===== config.mk =====
export PLATFORM = sky130hd
export DESIGN_NAME = buffer_flow_ctrl
export DESIGN_NICKNAME = d
export VERILOG_FILES = /design/src/rtl/buffer_pkg.sv /design/src/rtl/buffer_flow_ctrl.sv
export SDC_FILE = /design/constraint.sdc
export NUM_CORES = 1
export LEC_CHECK = 0
export CORE_UTILIZATION = 45
export DETAILED_ROUTE_END_ITERATION = 16
export DONT_BUFFER_PORTS = 1
export MAX_ROUTING_LAYER = met4
export PLACE_DENSITY = 0.58
export SLEW_MARGIN = 20
export SYNTH_ARGS = -nofsm -noshare
export SYNTH_HDL_FRONTEND = slang
export SYNTH_SLANG_ARGS = --single-unit

===== constraint.sdc =====
create_clock -name clk -period 8.1 [get_ports clk]
set_input_delay 1.62 -clock clk [delete_from_list [all_inputs] [get_ports clk]]
set_output_delay 1.62 -clock clk [all_outputs]
set_load 0.1 [all_outputs]

===== src/rtl/buffer_pkg.sv =====
// Shared types and helpers for the buffer slice.
// Used by buffer_flow_ctrl and memory_pointer.
package buffer_pkg;

  typedef enum logic {INIT, RUN} flow_state_t;

  localparam logic [31:0] POP_FIFO = "FIFO";
  localparam logic [31:0] POP_FILO = "FILO";

  function automatic int cnt_w(input int depth);
    return $clog2(depth) + 1;
  endfunction

endpackage


===== src/rtl/buffer_flow_ctrl.sv =====
// Valid/ready flow controller upstream of memory_pointer.
// Owns occupancy, flags, high-water mark and pointer reset.
module buffer_flow_ctrl
  import buffer_pkg::*;
#(
  parameter int          DEPTH     = 8,
  parameter logic [31:0] POP_ORDER = POP_FIFO,
  parameter int          AF_LEVEL  = DEPTH - 1,
  parameter int          AE_LEVEL  = 1,
  localparam int         CW        = cnt_w(DEPTH)
) (
  input  logic          clk,
  input  logic          rst,
  input  logic          flush,
  input  logic          in_valid,
  output logic          in_ready,
  output logic          out_valid,
  input  logic          out_ready,
  output logic          push,
  output logic          pop,
  output logic          ptr_rst_n,
  output logic [CW-1:0] count,
  output logic          full,
  output logic          empty,
  output logic          almost_full,
  output logic          almost_empty,
  output logic [CW-1:0] high_water
);

  if (POP_ORDER != POP_FIFO && POP_ORDER != POP_FILO) begin : g_bad_order
    $fatal(1, "buffer_flow_ctrl: POP_ORDER must be FIFO or FILO");
  end

  if (DEPTH < 2) begin : g_bad_depth
    $fatal(1, "buffer_flow_ctrl: DEPTH must be >= 2");
  end

  localparam bit            IS_FILO = (POP_ORDER == POP_FILO);
  localparam logic [CW-1:0] DEPTH_C = CW'(DEPTH);
  localparam logic [CW-1:0] ONE_C   = CW'(1);

  flow_state_t   state_q, state_d;
  logic [CW-1:0] count_q, count_d;
  logic [CW-1:0] hw_q, hw_d;
  logic          prn_q, prn_d;
  logic          run_ok;

  // A flush cycle in RUN blocks every transfer on that edge.
  always_comb begin
    run_ok       = (state_q == RUN) && !flush;
    full         = (count_q == DEPTH_C);
    empty        = (count_q == '0);
    almost_full  = (int'(count_q) >= AF_LEVEL);
    almost_empty = (int'(count_q) <= AE_LEVEL);
    out_valid    = run_ok && !empty;
    pop          = out_valid && out_ready;
    in_ready     = run_ok && !full && !(IS_FILO && pop);
    push         = in_valid && in_ready;
  end

  always_comb begin
    state_d = state_q;
    count_d = count_q;
    hw_d    = hw_q;
    if (rst) begin
      state_d = INIT;
      count_d = '0;
      hw_d    = '0;
    end else begin
      unique case (state_q)
        INIT: begin
          state_d = RUN;
        end
        RUN: begin
          if (flush) begin
            state_d = INIT;
            count_d = '0;
            hw_d    = '0;
          end else begin
            unique case ({push, pop})
              2'b10:   count_d = count_q + ONE_C;
              2'b01:   count_d = count_q - ONE_C;
              default: count_d = count_q;
            endcase
            hw_d = (count_d > hw_q) ? count_d : hw_q;
          end
        end
        default: state_d = INIT;
      endcase
    end
    prn_d = (state_d == RUN);
  end

  always_ff @(posedge clk) begin
    state_q <= state_d;
    count_q <= count_d;
    hw_q    <= hw_d;
    prn_q   <= prn_d;
  end

  assign ptr_rst_n  = prn_q;
  assign count      = count_q;
  assign high_water = hw_q;

endmodule

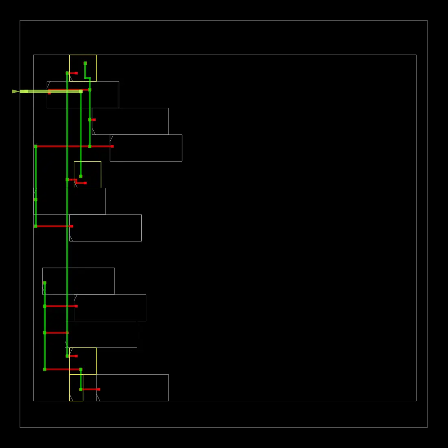
**Above:** the clock network.
num sequential: 9
largest clock skew in the final design: 3.03 ps
layout clock buffer count: 4
Clk. pwr: 0.0325 mW

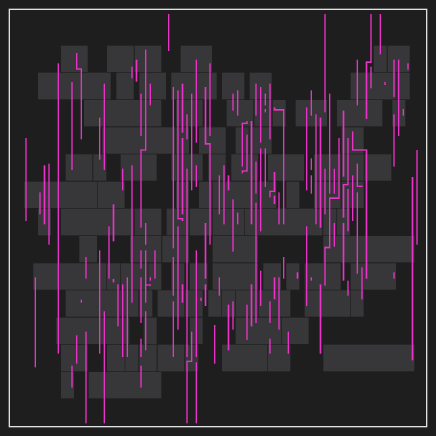
**Above:** the metal 2 layer.
Drawn at 10 px/µm. Cells faint in the background.
share of all routed wire	46%
main direction	vertical
global-route track usage on met2: 0.303
DR vias: 650
total wire length after detailed routing: 1630 µm

==> run notes <==
The synthesis and place-and-route flow finished, so here is a summary.

The run finished with clean final reports. Tracing the worst setup path back leads to its startpoint at flush. The static leakage came out at 0.355 nW. The fraction of synthesis flops using an asynchronous set or reset pin is 0. The synthesized netlist contains 34 unique library cells. The HPWL reported at the end of detailed placement came out at 1340 µm. Of the total power, registers draw 0.501. The origin of the critical flop-to-flop path is count[0].

The top flip-flop cell by instance count after synthesis is dfxtp_1. The transition time at the pin with the least slew margin came out at 1080 ps. The netlist area before placement came out at 706 µm². The worst endpoint required time is slightly above 8000 ps. The number of failing hold endpoints at the final stage is 0. The most used standard cell by instance count after synthesis is inv_1. The global-route total usage across every layer came out at 0.209.

The cell sequence reported for the critical path is nand2b_1 -> nor2_2 -> and2_1 -> ha_1 -> inv_1 -> o22ai_1 -> o21ai_2 -> o31ai_4 -> ha_1 -> nand4_1 -> nand2_1 -> a21oi_2 -> nor2_1 -> a31o_1. In the synthesized netlist, the number of instances is 89. The internal power is 0.0660 mW. The critical path in this run is classified as primary input to register.

The synthesis report lists the most area-consuming cells as dfxtp_1 (26%), ha_1 (16%), inv_1 (5.3%). The class of the worst hold path is register to register. The switching power summed over all nets is 0.0237 mW. The highest ir drop seen on vdd came out at 79.5 µV.

The pin count of the biggest net entering global routing is 11. The violation tally from detailed-route iteration zero is 19. The weighted congestion reported at the end of routability-driven placement came out at around 0.78.

Per the finish-stage timing summary, setup violations number 0. Per the synth log, the flip-flop and latch total comes to 9. The routed wire length per instance is 14.5 µm. Looking at the clock tree report, the H-tree level count equals 1. The top cell type by total area after synthesis is dfxtp_1. The number of antenna diodes came out at 0. Summed over all layers, the global routing overflow is 0. The switching portion of total power comes to 0.265. The initial antenna violation count is 0.
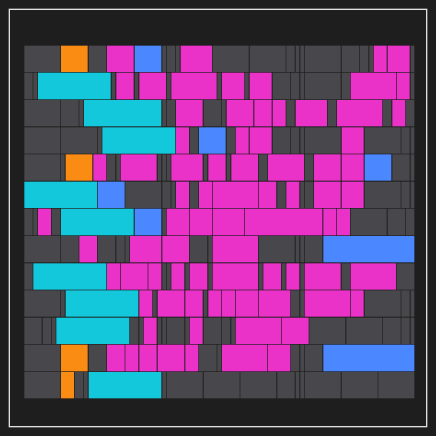
**Above:** cell classes on the final placement.
Drawn at 10 px/µm. Fill, decap, tap and diode cells in gray.
class	color	cells	share of their area
combinational and other logic	magenta	78	64%
clock drivers and dummy loads	orange	4	3.2%
sequential cells	cyan	9	22%
remaining buffers and delay cells	blue	7	11%
fin util: 0.612
fraction of area in registers: 0.214
standard-cell row count: 13
core footprint: 1380 µm²
total non-filler cell area in the finished layout: 846 µm²

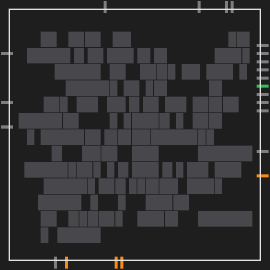
**Above:** ports around the boundary.
Drawn at 6 px/µm. Pins as bars across the die edge, other pins in gray.
port	color	pins	direction	edge
in_ready	green	1	output	east
high_water	orange	4	output	3 south, 1 east
all pins by edge	11 east, 4 north, 4 south, 3 west
floorplan die height: 41.6 µm
Port-buffer cells: 0

## critical path, delay by kind of cell
| family | cells | cell delay, ps |
|---|---|---|
| and+or+nand+nor | 6 | 2240 |
| AOI/OAI and AO/OA | 5 | 860 |
| adders and majority gates | 2 | 710 |
| buffers and inverters | 1 | 80 |
## registers in the layout (all words and copies together) (netlist names)
register / flops
count: 4
high_water: 4
ptr_rst_n: 1
## cell families after synthesis
| group | synth area share |
|---|---|
| buffers and inverters | 0.0656 |
| and+or+nand+nor | 0.248 |
| adders and majority gates | 0.160 |
| muxes | 0.0284 |
| AOI/OAI and AO/OA | 0.243 |
| DFF | 0.255 |
## area by class of cell
type,instances,share of cell area
Inverter,10,0.0444
Multi-Input combinational cell,68,0.584
Sequential cell,9,0.214
Timing Repair Buffer,7,0.104
Tap cell,15,0.0222
Clock buffer,4,0.0311
## per-layer routing
layer,vias to the layer above,routed length [µm],part of all wire,track usage
li1,331,-,-,-
met5,-,0,0,-
met4,0,11,0.0067,0.110
met1,288,762,0.47,0.270
met2,29,748,0.46,0.303
met3,2,111,0.068,0.0478
## metrics by stage
step / hold slack (ps) / power (mW) / cell area, µm² / setup WS (ps) / instances
after floorplan: 957 / 0.0568 / 706 / 543 / 89
after global placement: 728 / 0.0581 / 818 / 2490 / 109
after detailed placement: 735 / 0.0582 / 818 / 2470 / 109
after CTS: 746 / 0.0917 / 845 / 2520 / 113
after global routing: 800 / 0.0950 / 846 / 2560 / 113
final: 746 / 0.0897 / 846 / 2710 / 113
## power groups by stage
stage / combinational, mW / sequential (mW) / clock [mW]
CTS: 0.0123 / 0.0449 / 0.0345
finish: 0.0123 / 0.0449 / 0.0325
global placement: 0.0122 / 0.0459 / 0
detailed placement: 0.0123 / 0.0459 / 0
floorplan: 0.00840 / 0.0484 / 0
global route: 0.0129 / 0.0449 / 0.0372
Power figures rest on the tool's default switching activity, not on a simulated workload.
